[src/rtl/kronos_wb_arbiter_if.sv]
// Writeback bus shared by the EX and LSU requesters and the regfile write port.
// master = requester/regfile side, slave = arbiter side.
interface kronos_wb_arbiter_if #(
    parameter int DATA_W = 32
);
    logic              ex_vld;
    logic              ex_rdy;
    logic [4:0]        ex_rd;
    logic [DATA_W-1:0] ex_data;
    logic              lsu_vld;
    logic              lsu_rdy;
    logic [4:0]        lsu_rd;
    logic [DATA_W-1:0] lsu_data;
    logic              regwr_en;
    logic [4:0]        regwr_sel;
    logic [DATA_W-1:0] regwr_data;
    logic              wb_conflict;

    modport master (
        output ex_vld, ex_rd, ex_data, lsu_vld, lsu_rd, lsu_data,
        input  ex_rdy, lsu_rdy, regwr_en, regwr_sel, regwr_data, wb_conflict
    );

    modport slave (
        input  ex_vld, ex_rd, ex_data, lsu_vld, lsu_rd, lsu_data,
        output ex_rdy, lsu_rdy, regwr_en, regwr_sel, regwr_data, wb_conflict
    );
endinterface

[src/rtl/kronos_wb_arbiter.sv]
// Arbitrates EX and LSU writebacks onto the single regfile write port, one write per cycle.
// Default: LSU priority with EX anti-starvation; define KRONOS_WB_RR_EN for round-robin.
module kronos_wb_arbiter #(
    parameter int MAX_WAIT = 3
) (
    input logic                 clk,
    input logic                 rstz,
    kronos_wb_arbiter_if.slave  wb
);
    localparam int DATA_W = 32;

    logic              both_vld;
    logic              ex_first;
    logic              grant_ex;
    logic              grant_lsu;
    logic              hs_vld;
    logic [4:0]        win_rd;
    logic [DATA_W-1:0] win_data;
    logic              wr_vld;

    logic              regwr_en_p1;
    logic [4:0]        regwr_sel_p1;
    logic [DATA_W-1:0] regwr_data_p1;
    logic              wb_conflict_p1;

`ifdef KRONOS_WB_RR_EN
    typedef enum logic {
        GRANT_EX  = 1'b0,
        GRANT_LSU = 1'b1
    } grant_t;

    grant_t last_grant;

    assign ex_first = (last_grant == GRANT_LSU);

    always_ff @(posedge clk or negedge rstz) begin
        if (!rstz) begin
            last_grant <= GRANT_EX;
        end else if (grant_ex) begin
            last_grant <= GRANT_EX;
        end else if (grant_lsu) begin
            last_grant <= GRANT_LSU;
        end
    end
`else
    localparam logic [3:0] WAIT_LIMIT = 4'(MAX_WAIT);

    logic [3:0] wait_cnt;

    assign ex_first = (wait_cnt == WAIT_LIMIT);

    // Counts consecutive cycles EX was pending but lost to LSU.
    always_ff @(posedge clk or negedge rstz) begin
        if (!rstz) begin
            wait_cnt <= 4'd0;
        end else if (!wb.ex_vld || grant_ex) begin
            wait_cnt <= 4'd0;
        end else if (grant_lsu && wait_cnt != WAIT_LIMIT) begin
            wait_cnt <= wait_cnt + 4'd1;
        end
    end
`endif

    assign both_vld = wb.ex_vld & wb.lsu_vld;

    always_comb begin
        grant_ex  = 1'b0;
        grant_lsu = 1'b0;
        if (wb.ex_vld && (!wb.lsu_vld || ex_first)) begin
            grant_ex = 1'b1;
        end else if (wb.lsu_vld) begin
            grant_lsu = 1'b1;
        end
    end

    assign hs_vld   = grant_ex | grant_lsu;
    assign win_rd   = grant_ex ? wb.ex_rd   : wb.lsu_rd;
    assign win_data = grant_ex ? wb.ex_data : wb.lsu_data;
    assign wr_vld   = hs_vld && (win_rd != 5'd0);

    // Stage p1: registered regfile write port.
    always_ff @(posedge clk or negedge rstz) begin
        if (!rstz) begin
            regwr_en_p1    <= 1'b0;
            regwr_sel_p1   <= 5'd0;
            regwr_data_p1  <= '0;
            wb_conflict_p1 <= 1'b0;
        end else begin
            regwr_en_p1    <= wr_vld;
            wb_conflict_p1 <= both_vld;
            if (wr_vld) begin
                regwr_sel_p1  <= win_rd;
                regwr_data_p1 <= win_data;
            end
        end
    end

    assign wb.ex_rdy      = grant_ex;
    assign wb.lsu_rdy     = grant_lsu;
    assign wb.regwr_en    = regwr_en_p1;
    assign wb.regwr_sel   = regwr_sel_p1;
    assign wb.regwr_data  = regwr_data_p1;
    assign wb.wb_conflict = wb_conflict_p1;
endmodule

[src/flat_wrapper.sv]
// flat-port wrapper written by rule: the top's interface ports become plain ports
module kronos_wb_arbiter_flat 
#(
    parameter int MAX_WAIT = 3
)
  (clk, rstz, wb_ex_vld, wb_ex_rd, wb_ex_data, wb_lsu_vld, wb_lsu_rd, wb_lsu_data, wb_ex_rdy, wb_lsu_rdy, wb_regwr_en, wb_regwr_sel, wb_regwr_data, wb_wb_conflict);
  kronos_wb_arbiter_if wb_i ();
  input logic clk;
  input logic rstz;
  input wire logic [$bits(wb_i.ex_vld)-1:0] wb_ex_vld;
  input wire logic [$bits(wb_i.ex_rd)-1:0] wb_ex_rd;
  input wire logic [$bits(wb_i.ex_data)-1:0] wb_ex_data;
  input wire logic [$bits(wb_i.lsu_vld)-1:0] wb_lsu_vld;
  input wire logic [$bits(wb_i.lsu_rd)-1:0] wb_lsu_rd;
  input wire logic [$bits(wb_i.lsu_data)-1:0] wb_lsu_data;
  output wire logic [$bits(wb_i.ex_rdy)-1:0] wb_ex_rdy;
  output wire logic [$bits(wb_i.lsu_rdy)-1:0] wb_lsu_rdy;
  output wire logic [$bits(wb_i.regwr_en)-1:0] wb_regwr_en;
  output wire logic [$bits(wb_i.regwr_sel)-1:0] wb_regwr_sel;
  output wire logic [$bits(wb_i.regwr_data)-1:0] wb_regwr_data;
  output wire logic [$bits(wb_i.wb_conflict)-1:0] wb_wb_conflict;
  assign wb_i.ex_vld = wb_ex_vld;
  assign wb_i.ex_rd = wb_ex_rd;
  assign wb_i.ex_data = wb_ex_data;
  assign wb_i.lsu_vld = wb_lsu_vld;
  assign wb_i.lsu_rd = wb_lsu_rd;
  assign wb_i.lsu_data = wb_lsu_data;
  assign wb_ex_rdy = wb_i.ex_rdy;
  assign wb_lsu_rdy = wb_i.lsu_rdy;
  assign wb_regwr_en = wb_i.regwr_en;
  assign wb_regwr_sel = wb_i.regwr_sel;
  assign wb_regwr_data = wb_i.regwr_data;
  assign wb_wb_conflict = wb_i.wb_conflict;
  kronos_wb_arbiter #(.MAX_WAIT(MAX_WAIT)) u_core (.clk(clk), .rstz(rstz), .wb(wb_i));
endmodule
[config.mk]
export PLATFORM = sky130hd
export DESIGN_NAME = kronos_wb_arbiter_flat
export DESIGN_NICKNAME = d
export VERILOG_FILES = /design/src/rtl/kronos_wb_arbiter_if.sv /design/src/rtl/kronos_wb_arbiter.sv /design/src/flat_wrapper.sv
export SDC_FILE = /design/constraint.sdc
export NUM_CORES = 1
export LEC_CHECK = 0
export CAP_MARGIN = 20
export CORE_ASPECT_RATIO = 0.9
export CORE_MARGIN = 2
export CORE_UTILIZATION = 40
export CTS_CLUSTER_SIZE = 25
export DETAILED_ROUTE_END_ITERATION = 10
export PLACE_DENSITY = 0.77
export SKIP_LAST_GASP = 1
export SLEW_MARGIN = 20
export SYNTH_ARGS = -nofsm -noshare
export SYNTH_HDL_FRONTEND = slang
export SYNTH_SLANG_ARGS = --single-unit
[constraint.sdc]
create_clock -name clk -period 2.6 [get_ports clk]
set_input_delay 0.52 -clock clk [delete_from_list [all_inputs] [get_ports clk]]
set_output_delay 0.52 -clock clk [all_outputs]
set_load 0.01 [all_outputs]
### Met2 routing

Cells faint in the background.
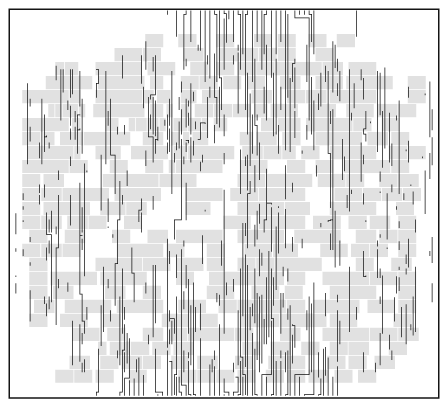
- share of all routed wire: 49%
- wire length on this layer: 2650 um
- nets with wire on the layer: 322
Post-Route WL: 5390 um
met2 usage in global routing: 30.0%

### M1 wires

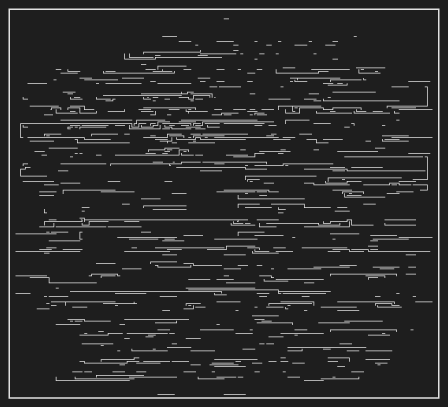
- share of all routed wire: 43%
- longest straight run: 31.7 um
- wire length on this layer: 2300 um
vias: 1690
met1 global-route usage: 22.8%

==> run summary <==
outcome -> finished clean
Final Hold Violation Tally -> 0
EDFF count, synth -> 0
Slowest-stage cell, CP -> clkdlybuf4s50_1
Peak VDD IR -> 0.000441 V
combinational power -> 545 uW
ANT nets after route -> 0
startpoint type of the worst setup path -> primary input
first-pass GRT wire length -> 8930 um
ys async rst share -> 100%
Logic pwr share -> 30.0%
Mapped Area -> 2260 um2
initial antenna violation count -> 0
clock share of power -> 27.1%
CP Data Arrival Time -> 1.99 ns
wire per inst -> 15.5 um
starting density of the core -> 42.3%
layout cells sized above 1 -> 32.5%
DIE WIDTH -> 83.3 um
CTS tree -> yes
crit-path leading delay family -> buffers and inverters
CTS H-tree depth -> 2
top cell type by total area after synthesis -> dfrtp_1
Syn Inst Count -> 153
Power Internal -> 1.39 mW
Core Util, Final -> 68.7%
# setup viols final -> 0
Latency at later pin -> 0.28 ns
Rows -> 25
diode count -> 0
Synth Flop Type -> dfrtp_1
dpl hpwl -> 4160 um
Hold Slack -> 0.380 ns
period utilization -> 96.5%
clock-pin slew on the worst setup and hold paths -> 0.08 ns
vias in the first global route -> 1783
==> path summary, 6_finish.rpt <==
path / endpoint / start / cells past startpoint
max: wb_lsu_rdy / wb_ex_vld / 5
min: u_core.wb.regwr_data[19]$_DFFE_PN0P_ / rstz / 1
min reg2reg: u_core.wait_cnt[0]$_DFFE_PN0P_ / u_core.wait_cnt[0]$_DFFE_PN0P_ / 1
max in group asynchronous: u_core.wb.regwr_data[25]$_DFFE_PN0P_ / rstz / 1
min in group clk: u_core.wait_cnt[0]$_DFFE_PN0P_ / u_core.wait_cnt[0]$_DFFE_PN0P_ / 1
max reg2reg: u_core.wb.regwr_data[11]$_DFFE_PN0P_ / u_core.wait_cnt[0]$_DFFE_PN0P_ / 7
==> cell type report <==
cell class / instances / area [um2] / share of cell area, %
inverters: 3 / 11.3 / 0.307
clock buffers: 6 / 72.6 / 1.98
multi-input cells: 100 / 1130 / 30.7
clock inverters: 1 / 30.0 / 0.818
well taps: 67 / 83.8 / 2.28
repair buffers: 127 / 1270 / 34.6
flip-flops and latches: 43 / 1080 / 29.3
==> per-stage QoR <==
stage / cell area (um2) / total power [mW]
finish: 3670 / 1.82
global route: 3670 / 1.91
CTS: 3670 / 1.84
detailed placement: 3570 / 1.34
global placement: 3570 / 1.33
floorplan: 2260 / 1.02
==> logic make-up (layout without fill, tap and decap cells) <==
kind of cell	count (synthesis)	in the layout	share of synthesized area (%)
XOR/XNOR	1	1	0.387
adder cells (fa/ha/maj)	1	1	0.553
flip-flops	43	43	47.6
multiplexers	70	70	39.7
AND/OR/NAND/NOR	20	20	5.92
AND-OR/OR-AND	8	8	3.21
buffers and inverters	10	137	2.66
Power figures rest on the tool's default switching activity, not on a simulated workload.
